## src/rtl/alu_issue_ctrl_if.sv

```systemverilog
// alu_issue_ctrl_if: instruction valid/ready handshake plus ALU operand/result bus.
interface alu_issue_ctrl_if #(parameter int DATA_W = 32);
    logic [31:0]       instr;
    logic              instr_valid;
    logic              instr_ready;
    logic [DATA_W-1:0] alu_a;
    logic [DATA_W-1:0] alu_b;
    logic [5:0]        alu_op;
    logic [DATA_W-1:0] alu_res;
    logic              alu_cout;
    logic              alu_z;
    logic              alu_n;
    modport master (output instr, instr_valid, alu_res, alu_cout, alu_z, alu_n,
                    input instr_ready, alu_a, alu_b, alu_op);
    modport slave (input instr, instr_valid, alu_res, alu_cout, alu_z, alu_n,
                   output instr_ready, alu_a, alu_b, alu_op);
endinterface

```

## src/rtl/alu_issue_ctrl.sv

```systemverilog
// alu_issue_ctrl: multi-cycle decode/issue/writeback control in front of a 32-bit ALU.
module alu_issue_ctrl #(
    parameter int DATA_W     = 32,
    parameter int REG_AW     = 3,
    parameter bit IMM_SIGNED = 1'b0
) (
    input  logic               clk,
    input  logic               rst_n,
    alu_issue_ctrl_if.slave    bus,
    input  logic [REG_AW-1:0]  dbg_addr,
    output logic [DATA_W-1:0]  dbg_data,
    output logic               flag_c,
    output logic               flag_z,
    output logic               flag_n,
    output logic               err_illegal,
    output logic               busy,
    output logic               done
);
    localparam int NREG = 1 << REG_AW;
    localparam logic [5:0] OP_LOADI = 6'b000001;
    localparam logic [5:0] OP_CLRC  = 6'b000010;
    typedef enum logic [1:0] {IDLE, DECODE, EXEC, WB} state_t;
    state_t            state_q, state_d;
    logic [31:0]       instr_q, instr_d;
    logic [DATA_W-1:0] rf_q [NREG];
    logic [DATA_W-1:0] rf_d [NREG];
    logic [DATA_W-1:0] a_q, a_d, b_q, b_d, res_q, res_d;
    logic [5:0]        op_q, op_d;
    logic              cout_q, cout_d, z_q, z_d, n_q, n_d;
    logic              fc_q, fc_d, fz_q, fz_d, fn_q, fn_d;
    logic              err_q, err_d, done_q, done_d, busy_q, busy_d, ready_q, ready_d;
    logic [5:0]        op;
    logic [REG_AW-1:0] rd, rs1, rs2;
    logic [DATA_W-1:0] imm_ext;
    logic              is_addsub, is_alu, is_local;
    assign op        = instr_q[31:26];
    assign rd        = instr_q[25:23];
    assign rs1       = instr_q[22:20];
    assign rs2       = instr_q[19:17];
    assign imm_ext   = IMM_SIGNED ? {{(DATA_W-16){instr_q[15]}}, instr_q[15:0]}
                                  : {{(DATA_W-16){1'b0}}, instr_q[15:0]};
    assign is_addsub = op inside {6'b010000, 6'b010001};
    assign is_alu    = is_addsub || op inside {6'b100000, 6'b100001, 6'b100010, 6'b100011,
                                               6'b110000, 6'b110001, 6'b110010};
    assign is_local  = op inside {6'b000000, OP_LOADI, OP_CLRC};
    // r0 is never written, so reading it directly yields zero
    always_comb begin
        state_d = state_q;
        instr_d = instr_q;
        rf_d    = rf_q;
        a_d     = a_q;
        b_d     = b_q;
        op_d    = op_q;
        res_d   = res_q;
        cout_d  = cout_q;
        z_d     = z_q;
        n_d     = n_q;
        fc_d    = fc_q;
        fz_d    = fz_q;
        fn_d    = fn_q;
        err_d   = err_q;
        case (state_q)
            IDLE: if (bus.instr_valid) begin
                instr_d = bus.instr;
                state_d = DECODE;
            end
            DECODE: begin
                state_d = is_alu ? EXEC : WB;
                if (is_alu) begin
                    a_d  = rf_q[rs1];
                    b_d  = instr_q[16] ? imm_ext : rf_q[rs2];
                    op_d = op;
                end
            end
            EXEC: begin
                res_d   = bus.alu_res;
                cout_d  = bus.alu_cout;
                z_d     = bus.alu_z;
                n_d     = bus.alu_n;
                state_d = WB;
            end
            WB: begin
                state_d = IDLE;
                if (is_alu) begin
                    if (rd != '0) rf_d[rd] = res_q;
                    fz_d = z_q;
                    fn_d = n_q;
                    fc_d = is_addsub ? cout_q : fc_q;
                end else if (op == OP_LOADI) begin
                    if (rd != '0) rf_d[rd] = imm_ext;
                end else if (op == OP_CLRC) begin
                    fc_d = 1'b0;
                end else if (!is_local) begin
                    err_d = 1'b1;
                end
            end
            default: state_d = IDLE;
        endcase
        ready_d = state_d == IDLE;
        busy_d  = state_d != IDLE;
        done_d  = state_d == WB;
    end
    always_ff @(posedge clk or negedge rst_n) begin
        if (!rst_n) begin
            state_q <= IDLE;
            instr_q <= '0;
            rf_q    <= '{default: '0};
            a_q     <= '0;
            b_q     <= '0;
            op_q    <= '0;
            res_q   <= '0;
            cout_q  <= 1'b0;
            z_q     <= 1'b0;
            n_q     <= 1'b0;
            fc_q    <= 1'b0;
            fz_q    <= 1'b0;
            fn_q    <= 1'b0;
            err_q   <= 1'b0;
            done_q  <= 1'b0;
            busy_q  <= 1'b0;
            ready_q <= 1'b1;
        end else begin
            state_q <= state_d;
            instr_q <= instr_d;
            rf_q    <= rf_d;
            a_q     <= a_d;
            b_q     <= b_d;
            op_q    <= op_d;
            res_q   <= res_d;
            cout_q  <= cout_d;
            z_q     <= z_d;
            n_q     <= n_d;
            fc_q    <= fc_d;
            fz_q    <= fz_d;
            fn_q    <= fn_d;
            err_q   <= err_d;
            done_q  <= done_d;
            busy_q  <= busy_d;
            ready_q <= ready_d;
        end
    end
    assign bus.instr_ready = ready_q;
    assign bus.alu_a       = a_q;
    assign bus.alu_b       = b_q;
    assign bus.alu_op      = op_q;
    assign dbg_data        = rf_q[dbg_addr];
    assign flag_c          = fc_q;
    assign flag_z          = fz_q;
    assign flag_n          = fn_q;
    assign err_illegal     = err_q;
    assign busy            = busy_q;
    assign done            = done_q;
endmodule

```

## src/flat_wrapper.sv

```systemverilog
// flat-port wrapper written by rule: the top's interface ports become plain ports
module alu_issue_ctrl_flat 
#(
    parameter int DATA_W     = 32,
    parameter int REG_AW     = 3,
    parameter bit IMM_SIGNED = 1'b0
)
  (clk, rst_n, dbg_addr, dbg_data, flag_c, flag_z, flag_n, err_illegal, busy, done, bus_instr, bus_instr_valid, bus_alu_res, bus_alu_cout, bus_alu_z, bus_alu_n, bus_instr_ready, bus_alu_a, bus_alu_b, bus_alu_op);
  alu_issue_ctrl_if #(.DATA_W(DATA_W)) bus_i ();
  input  logic clk;
  input  logic rst_n;
  input  logic [REG_AW-1:0] dbg_addr;
  output logic [DATA_W-1:0] dbg_data;
  output logic flag_c;
  output logic flag_z;
  output logic flag_n;
  output logic err_illegal;
  output logic busy;
  output logic done;
  input wire logic [$bits(bus_i.instr)-1:0] bus_instr;
  input wire logic [$bits(bus_i.instr_valid)-1:0] bus_instr_valid;
  input wire logic [$bits(bus_i.alu_res)-1:0] bus_alu_res;
  input wire logic [$bits(bus_i.alu_cout)-1:0] bus_alu_cout;
  input wire logic [$bits(bus_i.alu_z)-1:0] bus_alu_z;
  input wire logic [$bits(bus_i.alu_n)-1:0] bus_alu_n;
  output wire logic [$bits(bus_i.instr_ready)-1:0] bus_instr_ready;
  output wire logic [$bits(bus_i.alu_a)-1:0] bus_alu_a;
  output wire logic [$bits(bus_i.alu_b)-1:0] bus_alu_b;
  output wire logic [$bits(bus_i.alu_op)-1:0] bus_alu_op;
  assign bus_i.instr = bus_instr;
  assign bus_i.instr_valid = bus_instr_valid;
  assign bus_i.alu_res = bus_alu_res;
  assign bus_i.alu_cout = bus_alu_cout;
  assign bus_i.alu_z = bus_alu_z;
  assign bus_i.alu_n = bus_alu_n;
  assign bus_instr_ready = bus_i.instr_ready;
  assign bus_alu_a = bus_i.alu_a;
  assign bus_alu_b = bus_i.alu_b;
  assign bus_alu_op = bus_i.alu_op;
  alu_issue_ctrl #(.DATA_W(DATA_W), .REG_AW(REG_AW), .IMM_SIGNED(IMM_SIGNED)) u_core (.clk(clk), .rst_n(rst_n), .bus(bus_i), .dbg_addr(dbg_addr), .dbg_data(dbg_data), .flag_c(flag_c), .flag_z(flag_z), .flag_n(flag_n), .err_illegal(err_illegal), .busy(busy), .done(done));
endmodule
```

## config.mk

```make
export PLATFORM = sky130hd
export DESIGN_NAME = alu_issue_ctrl_flat
export DESIGN_NICKNAME = d
export VERILOG_FILES = /design/src/rtl/alu_issue_ctrl_if.sv /design/src/rtl/alu_issue_ctrl.sv /design/src/flat_wrapper.sv
export SDC_FILE = /design/constraint.sdc
export NUM_CORES = 1
export LEC_CHECK = 0
export ABC_CLOCK_PERIOD_IN_PS = 2300
export CAP_MARGIN = 20
export CORE_UTILIZATION = 53
export DETAILED_ROUTE_END_ITERATION = 8
export PLACE_DENSITY = 0.77
export SYNTH_ARGS = -nofsm -noshare
export SYNTH_HDL_FRONTEND = slang
export SYNTH_SLANG_ARGS = --single-unit
```

## constraint.sdc

```tcl
create_clock -name clk -period 2.3 [get_ports clk]
set_clock_uncertainty 0.2 [all_clocks]
set_input_delay 0.23 -clock clk [delete_from_list [all_inputs] [get_ports clk]]
set_output_delay 0.23 -clock clk [all_outputs]
set_load 0.01 [all_outputs]
```

Figure 1. Signal wires on met3.
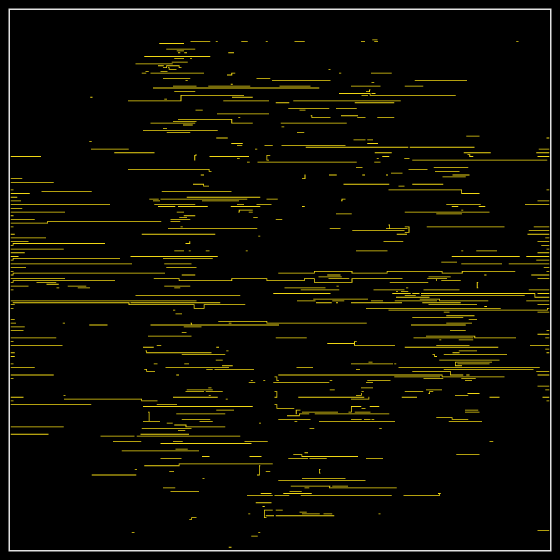
longest straight run: 67.9 um
main direction: horizontal
wire length on this layer: 5140 um
nets with wire on the layer: 326
share of all routed wire: 8.8%

Figure 2. Routing congestion map.
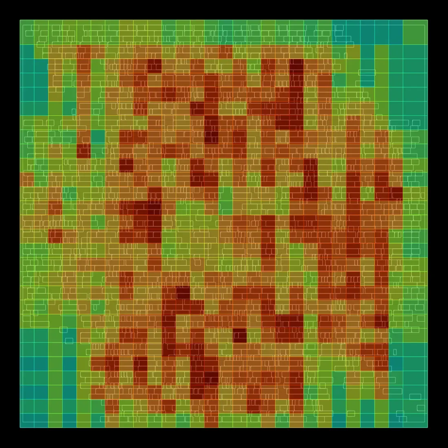
global router's overall resource usage: 0.303
met1 GRT Util: 0.397
GRT busiest layer: met2
global routing usage on met2: 0.486
WL per Instance: 23.5 um

Figure 3. Sequential cells coloured by netlist name.
Scale bar: 50 um.
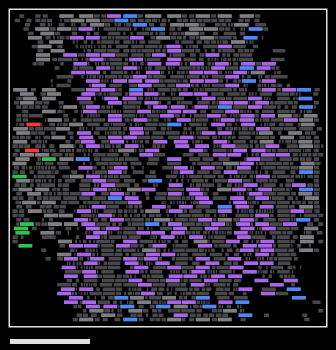
legend:
  u_core.bus.alu_op:
    colour: green
    flops: 6
  u_core.state_q:
    colour: red
    flops: 2
  u_core.bus.alu_a:
    colour: blue
    flops: 32
  u_core.rf_q:
    colour: purple
    flops: 256

-- layer usage --
layer | GRT usage | vias up
met5 | 0 | -
met4 | 0.135 | 2
met3 | 0.0664 | 155
met2 | 0.486 | 838
met1 | 0.397 | 7777
li1 | - | 6511
-- cells in the mapped netlist (2+ instances only) --
library cell / number
sky130_fd_sc_hd__a2111o_1: 6
sky130_fd_sc_hd__a211o_1: 2
sky130_fd_sc_hd__a21oi_1: 3
sky130_fd_sc_hd__a22o_1: 16
sky130_fd_sc_hd__and2_1: 3
sky130_fd_sc_hd__buf_1: 14
sky130_fd_sc_hd__buf_2: 33
sky130_fd_sc_hd__buf_6: 5
sky130_fd_sc_hd__clkbuf_1: 106
sky130_fd_sc_hd__clkbuf_8: 2
sky130_fd_sc_hd__dfrtp_1: 401
sky130_fd_sc_hd__ha_1: 5
sky130_fd_sc_hd__inv_1: 38
sky130_fd_sc_hd__mux2_2: 136
sky130_fd_sc_hd__mux2i_1: 96
sky130_fd_sc_hd__mux4_2: 192
sky130_fd_sc_hd__nand2_1: 261
sky130_fd_sc_hd__nand3b_1: 2
sky130_fd_sc_hd__nor2_1: 3
sky130_fd_sc_hd__o21ai_0: 237
sky130_fd_sc_hd__o21ai_1: 4
sky130_fd_sc_hd__or2_2: 2
-- flip-flops by register name, indices dropped and copies added (netlist names), 2 cells and up --
| register | count |
|---|---|
| u_core.bus.alu_a | 32 |
| u_core.bus.alu_b | 32 |
| u_core.bus.alu_op | 6 |
| u_core.instr_q | 32 |
| u_core.res_q | 32 |
| u_core.rf_q | 256 |
| u_core.state_q | 2 |
-- critical path, delay by kind of cell (launching register included) --
family / cells / cell delay (ns)
mux: 2 / 0.81
flops: 1 / 0.43
buf+inv: 1 / 0.13
==> impl_metrics.py <==
# Auto-generated metrics
metrics = {
    "synthesis": {
        "area_leaders": "sky130_fd_sc_hd__dfrtp_1 (49%), sky130_fd_sc_hd__mux4_2 (21%), sky130_fd_sc_hd__mux2_2 (7.5%)",
        "synthesis.nets": 1664,
        "mux_share": 0.334,
        "simple_gate_area_share": 0.0544,
        "largest_area_contributor_in_the_netlist": "sky130_fd_sc_hd__dfrtp_1",
    },
    "floorplan": {
        "fp-utilization": 0.541,
        "well_tap_count": 511,
    },
    "layout": {
        "nNetsFinal": 2023,
        "n_sequential_cell": 402,
        "antenna_cells_inserted": 0,
        "layout.non_clock_buffers": 473,
        "flop_share_of_the_area": 0.381,
        "nonClkBufAreaFrac": 0.169,
        "clkbuf_count": 64,
    },
    "pwr": {
        "power.sequential.total_w": 0.0106,
        "power-per-cell-area_nw_per_um2": 1160,
        "sequentialPowerShare": 0.345,
        "cell_internal_pwr_w": 0.0201,
        "comb_power_w": 0.0126,
    },
    "final_timing": {
        "fin_hold_ws_ns": -0.00203,
        "final_hold_violating_endpoints": 1,
        "tightestPinTransition_ns": 0.502,
        "final_setup_violation_count": 7,
        "layout_worst_path_cycle_share": 1.03,
        "slew_headroom": 0.665,
        "setup_slack_ns": -0.0618,
    },
    "status": {
        "outcome": "finished with violations",
        "violated_checks": "hold timing, setup timing",
    },
    "global_routing": {
        "pin_count_of_the_biggest_net_entering_global_routing": 70,
        "gr-total-overflow": 0,
        "first_pass_grt_wire_length_um": 90200,
    },
    "cts": {
        "cts_setup_buffers": 172,
    },
    "critical_path": {
        "critical_path.cell_chain": "mux4_2 > mux2_4 > buf_6",
        "crit_arrival_ns": 1.93,
        "reg2reg_depth": 6,
        "r2r_start": "u_core.instr_q[29]$_DFFE_PN0P_",
    },
    "detailed_routing": {
        "firstDrtPassIters": 5,
        "top_layer_used": "met5",
        "route.vias.total": 15300,
        "met1Wirelength_um": 22900,
    },
}
Power figures rest on the tool's default switching activity, not on a simulated workload.
